--- config.mk ---
export PLATFORM = sky130hd
export DESIGN_NAME = vc_fifo
export DESIGN_NICKNAME = d
export VERILOG_FILES = /design/src/rtl/vc_fifo.sv
export SDC_FILE = /design/constraint.sdc
export NUM_CORES = 1
export LEC_CHECK = 0
export ABC_AREA = 0
export ABC_CLOCK_PERIOD_IN_PS = 3440
export CAP_MARGIN = 25
export CORE_MARGIN = 5
export CORE_UTILIZATION = 60
export DETAILED_ROUTE_END_ITERATION = 8
export PLACE_DENSITY = 0.83
export SLEW_MARGIN = 10
export SYNTH_ARGS = -nofsm -noshare
export SYNTH_HDL_FRONTEND = slang
export SYNTH_SLANG_ARGS = --single-unit
export TNS_END_PERCENT = 30
--- constraint.sdc ---
create_clock -name clk_i -period 3.44 [get_ports clk_i]
set_input_delay 0.516 -clock clk_i [delete_from_list [all_inputs] [get_ports clk_i]]
set_output_delay 0.516 -clock clk_i [all_outputs]
set_load 0.1 [all_outputs]
--- src/rtl/vc_fifo.sv ---
// vc_fifo: per-VC circular buffers behind shared write/read ports; VC_FIFO_FWFT_EN selects first-word-fall-through reads
module vc_fifo #(
  parameter int DATA_WIDTH       = 8,
  parameter int FIFO_DEPTH_WIDTH = 2,
  parameter int NUM_VC           = 2,
  parameter int ID               = 0,
  localparam int VC_W  = (NUM_VC > 1) ? $clog2(NUM_VC) : 1,
  localparam int CNT_W = FIFO_DEPTH_WIDTH + 1
) (
  input  logic                    clk_i,
  input  logic                    rst_i,
  input  logic                    wr_en_i,
  input  logic [VC_W-1:0]         wr_vc_i,
  input  logic [DATA_WIDTH-1:0]   data_i,
  input  logic                    rd_en_i,
  input  logic [VC_W-1:0]         rd_vc_i,
  output logic [DATA_WIDTH-1:0]   data_o,
  output logic                    valid_o,
  output logic [NUM_VC-1:0]       full_o,
  output logic [NUM_VC-1:0]       empty_o,
  output logic [NUM_VC*CNT_W-1:0] count_o,
  output logic                    overflow_o,
  output logic                    underflow_o
);
  localparam int DEPTH = 2 ** FIFO_DEPTH_WIDTH;
  localparam logic [VC_W:0] NV = (VC_W+1)'(NUM_VC);

  if (NUM_VC < 1 || ID < 0) begin : g_param_check
    $error("vc_fifo: NUM_VC must be >= 1 and ID non-negative");
  end

  logic [DATA_WIDTH-1:0]       mem [NUM_VC][DEPTH];
  logic [FIFO_DEPTH_WIDTH-1:0] wr_ptr [NUM_VC];
  logic [FIFO_DEPTH_WIDTH-1:0] rd_ptr [NUM_VC];
  logic [CNT_W-1:0]            cnt [NUM_VC];
  logic [NUM_VC-1:0]           wr_sel, rd_sel;
  logic                        wr_in, rd_in, wr_ok, rd_ok;

  assign wr_in = {1'b0, wr_vc_i} < NV;
  assign rd_in = {1'b0, rd_vc_i} < NV;
  assign rd_ok = rd_en_i && rd_in && !empty_o[rd_vc_i];
  // a full VC still takes a write when the same VC is popped in this cycle
  assign wr_ok = wr_en_i && wr_in && (!full_o[wr_vc_i] || (rd_ok && rd_vc_i == wr_vc_i));

  for (genvar v = 0; v < NUM_VC; v++) begin : g_vc
    assign full_o[v]                 = cnt[v] == CNT_W'(DEPTH);
    assign empty_o[v]                = cnt[v] == '0;
    assign count_o[v*CNT_W +: CNT_W] = cnt[v];
    assign wr_sel[v]                 = wr_ok && wr_vc_i == VC_W'(v);
    assign rd_sel[v]                 = rd_ok && rd_vc_i == VC_W'(v);
  end

  // pointer and occupancy bookkeeping; a simultaneous push and pop leaves the count unchanged
  always_ff @(posedge clk_i or posedge rst_i)
    if (rst_i)
      for (int v = 0; v < NUM_VC; v++) begin
        wr_ptr[v] <= '0;
        rd_ptr[v] <= '0;
        cnt[v]    <= '0;
      end
    else
      for (int v = 0; v < NUM_VC; v++) begin
        wr_ptr[v] <= wr_ptr[v] + FIFO_DEPTH_WIDTH'(wr_sel[v]);
        rd_ptr[v] <= rd_ptr[v] + FIFO_DEPTH_WIDTH'(rd_sel[v]);
        cnt[v]    <= cnt[v] + CNT_W'(wr_sel[v]) - CNT_W'(rd_sel[v]);
      end

  // storage is deliberately left unreset
  always_ff @(posedge clk_i)
    if (wr_ok) mem[wr_vc_i][wr_ptr[wr_vc_i]] <= data_i;

  // rejected requests raise a one-cycle pulse
  always_ff @(posedge clk_i or posedge rst_i)
    if (rst_i) begin
      overflow_o  <= 1'b0;
      underflow_o <= 1'b0;
    end else begin
      overflow_o  <= wr_en_i && !wr_ok;
      underflow_o <= rd_en_i && !rd_ok;
    end

`ifdef VC_FIFO_FWFT_EN
  assign data_o  = mem[rd_vc_i][rd_ptr[rd_vc_i]];
  assign valid_o = rd_in && !empty_o[rd_vc_i];
`else
  // registered read path: data appears one cycle after an accepted pop and holds otherwise
  always_ff @(posedge clk_i or posedge rst_i)
    if (rst_i) begin
      data_o  <= '0;
      valid_o <= 1'b0;
    end else begin
      valid_o <= rd_ok;
      if (rd_ok) data_o <= mem[rd_vc_i][rd_ptr[rd_vc_i]];
    end
`endif
endmodule

==> images/power_grid.png <==
Scale bar: 20 um. Pins as bars on the die edge. Tap cells in gray.
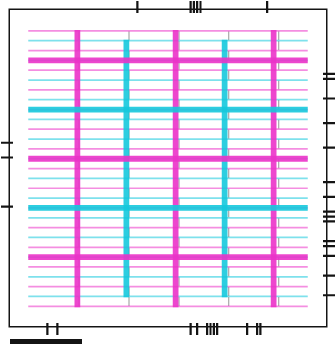
VDD -> cyan
VSS -> magenta
met1 rails = 29
met5 straps = 5
rows = 28
placeable core area: 0.00589 mm2
y dimension of the die: 87.4 um
worst vdd ir: 0.000848 V
Die Width: 87.4 um

==> notes.org <==
#+TITLE: Implementation results

** Status
- Outcome :: complete, no violations

** Flow run
- Max-cap violations in this run came to 0.
- Warnings raised by the tools during the run amount to 27.

** Synth
- Most used standard cell by instance count after synthesis :: sky130_fd_sc_hd__edfxtp_1
- Mapped cell area :: 0.00359 mm2
- Number of cell instances after yosys synthesis :: 197
- Top area contributor share :: 0.535
- Per the synthesis report, the dominant area consumer among library cells is sky130_fd_sc_hd__edfxtp_1.
- The post-synth count of flops with an enable pin is 64.
- Looking at the cell usage after synthesis, the top flip-flop cell is sky130_fd_sc_hd__edfxtp_1.
- Most common library cells after synthesis :: 64 x sky130_fd_sc_hd__edfxtp_1, 25 x sky130_fd_sc_hd__dfrtp_1, 15 x sky130_fd_sc_hd__mux2i_1
- Count of unique library cells instantiated by Yosys :: 31
- The synthesis stat section lists a flop and latch total of 89.
- Synthesized area per cell :: 18.2 um2
- Post-synthesis net count :: 221
- For this run, the number of Yosys warnings is 0.
- Proportion of synthesized flip-flops having asynchronous set or reset :: 0.281
- The synthesized instance count is 197.

** Cells and area
- The repair_antennas step left the layout with diodes totalling 0.
- Final-layout fill cell count :: 373
- Net count reported at finish :: 272
- Of the cells placed in the final design, the portion with a size suffix greater than 1 is 0.158.
- Compared with the post-synthesis result, the final layout area differs by 20.6%.
- Top cell excl fill/tap :: sky130_fd_sc_hd__edfxtp_1
- Top cells excl fill/tap :: 64 x sky130_fd_sc_hd__edfxtp_1, 30 x sky130_fd_sc_hd__clkdlybuf4s50_1, 25 x sky130_fd_sc_hd__dfrtp_1, 15 x sky130_fd_sc_hd__mux2i_1, 13 x sky130_fd_sc_hd__buf_4

** STA
- Period Utilization, post-route :: 0.775
- Timing would allow up to 0.375 GHz.
- Final Max Slew Viols :: 0
- Worst-case clock skew :: 0.0113 ns
- Total setup violations reported at the end of the flow :: 0
- Per the slew report, the remaining headroom to the max-slew limit stands at 0.350.

** Pwr
- The share of total power dissipated in sequential elements is 0.383.
- Fraction of power spent switching nets :: 0.437
- Of the total power, the clock network draws 0.194.
- Sw Pwr :: 0.00183 W
- For this design the ratio of total power to cell area is 968 mW/mm2.
- Leakage :: 1.66 nW
- Internal power comes to 0.00236 W.
- Tot Pwr :: 0.00419 W

** Drt
- The first detailed-routing pass took 4 iterations.
- Via total after detailed routing :: 1936
- The routed design shows a wire length per standard cell of 20.7 um.
- Post-route DRC :: 0
- Drt via density :: 5.90
- Once detail routing completed, the nets flagged for antenna violations numbered 0.
- For this block, the routed nets add up to 6800 um of wire.

** Floorplan
- Top Ports :: 35

** Clock network
- Post-cts hold-fix buffer tally :: 0
- The clock reaches the later pin of the worst-skew pair after 0.36 ns.
- Per the repair_timing log after CTS, setup buffers inserted total 0.
- Looking at the clock tree report, the maximum root-to-sink buffer count equals 2.
- Number of buffers added by the clock tree synthesis step :: 9
- Count of H-tree levels built during CTS :: 3
- Per the CTS log, the root buffer master is sky130_fd_sc_hd__clkbuf_8.
- For reference, the clock transition at the flip-flops on the worst setup and hold paths is 0.09 ns.

** Placed design
- Per the gpl log, the routability congestion estimate is 0.722.
- Count of input and output buffers :: 34

** GRT
- Number of antenna violations at the first check in global routing :: 0
- The number of global-route vias before repair came to 1988.
- After global routing the overflow that remains totals 0.
- In the global route stage, overall resource usage came out at 0.196.
==> images/placement_by_type.png <==
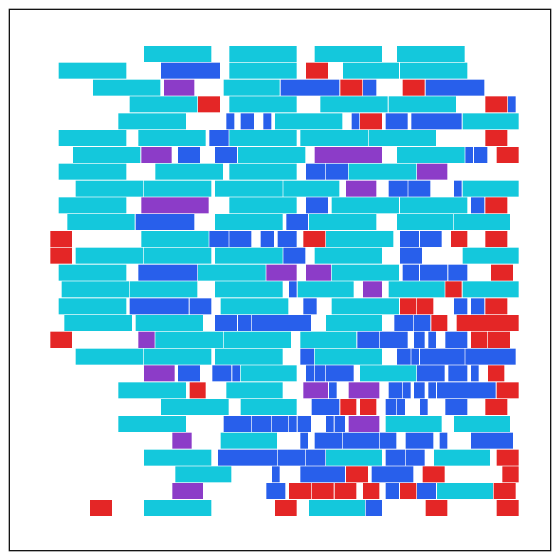
sequential cells -> cyan  # cells 89
remaining buffers and delay cells -> red  # cells 44
clock drivers and dummy loads -> purple  # cells 16
combinational and other logic -> blue  # cells 104
placement row count: 28
post-route standard cell area excluding fillers: 0.00433 mm2

-- path summary, 6_finish.rpt --
check | start | to | slack (ns) | cells after the start
setup / recovery | rd_en_i | count_o[2]$_DFF_PP0_ | 0.78 | 10
min in group clk_i | rd_ptr[1]$_DFF_PP0_ | rd_ptr[1]$_DFF_PP0_ | 0.55 | 1
max in group asynchronous | rst_i | count_o[0]$_DFF_PP0_ | 2.61 | 3
hold reg to reg | rd_ptr[1]$_DFF_PP0_ | rd_ptr[1]$_DFF_PP0_ | 0.55 | 1
hold / removal | rst_i | valid_o$_DFF_PP0_ | 0.40 | 2
setup reg to reg | count_o[4]$_DFF_PP0_ | count_o[5]$_DFF_PP0_ | 0.80 | 8
-- flip-flops by register name, summed over array words and instances, names as in the netlist --
| name | count |
|---|---|
| wr_ptr | 4 |
| underflow_o | 1 |
| valid_o | 1 |
| rd_ptr | 4 |
| overflow_o | 1 |
| count_o | 6 |
| mem | 64 |
| data_o | 8 |
-- area by class of cell --
type / instances / area [um2] / share of cell area
sequential: 89 / 2550 / 0.588
multi-input combinational: 94 / 993 / 0.229
timing repair buffer: 44 / 425 / 0.0983
clock buffer: 9 / 124 / 0.0286
clock inverter: 7 / 108 / 0.0249
tap: 75 / 93.8 / 0.0217
inverter: 10 / 37.5 / 0.00867
-- logic make-up (layout without fill, tap and decap cells) --
logic type                 count (synthesis)  count (layout)  share of synthesized area
AOI/OAI and AO/OA                         18              18                     0.0422
buffers and inverters                     14              70                     0.0219
muxes                                     25              25                      0.113
adders and majority gates                 10              10                     0.0390
xor gates and xnor gates                   8               8                     0.0195
DFF                                       89              89                      0.709
and+or+nand+nor                           33              33                     0.0551
-- power groups by stage --
stage          registers, W  clock network [W]  logic, W
4_1_cts             0.00160           0.000827   0.00178
3_3_place_gp        0.00161                  0   0.00174
2_1_floorplan       0.00221                  0  0.000745
5_1_grt             0.00163           0.000870   0.00186
3_5_place_dp        0.00162                  0   0.00178
6_report            0.00160           0.000812   0.00177
-- per-stage QoR --
step / setup WS (ns) / hold slack, ns / setup TNS, ns / area (um2) / utilization
CTS: 0.804 / 0.539 / 0 / 4300 / 0.731
global placement: 0.573 / 0.509 / 0 / 4070 / 0.692
global route: 0.631 / 0.418 / 0 / 4330 / 0.736
finish: 0.776 / 0.401 / 0 / 4330 / 0.736
detailed placement: 0.462 / 0.515 / 0 / 4070 / 0.692
floorplan: -0.140 / 0.477 / -0.234 / 3620 / -
-- critical path, stage by stage --
cell,delay (ns)
sky130_fd_sc_hd__clkdlybuf4s50_1,0.57
sky130_fd_sc_hd__nand2b_1,0.23
sky130_fd_sc_hd__nand2_1,0.14
sky130_fd_sc_hd__nand3b_1,0.19
sky130_fd_sc_hd__ha_1,0.33
sky130_fd_sc_hd__inv_1,0.04
sky130_fd_sc_hd__ha_1,0.18
sky130_fd_sc_hd__fa_1,0.38
sky130_fd_sc_hd__xor2_1,0.18
sky130_fd_sc_hd__xnor2_1,0.14
-- routing by layer --
layer,global-route usage,vias to the layer above,share of wire
li1,-,870,-
met1,0.257,1006,0.43
met2,0.323,52,0.51
met3,0.0341,8,0.045
met4,0.0879,0,0.016
met5,0,-,0
Power figures rest on the tool's default switching activity, not on a simulated workload.
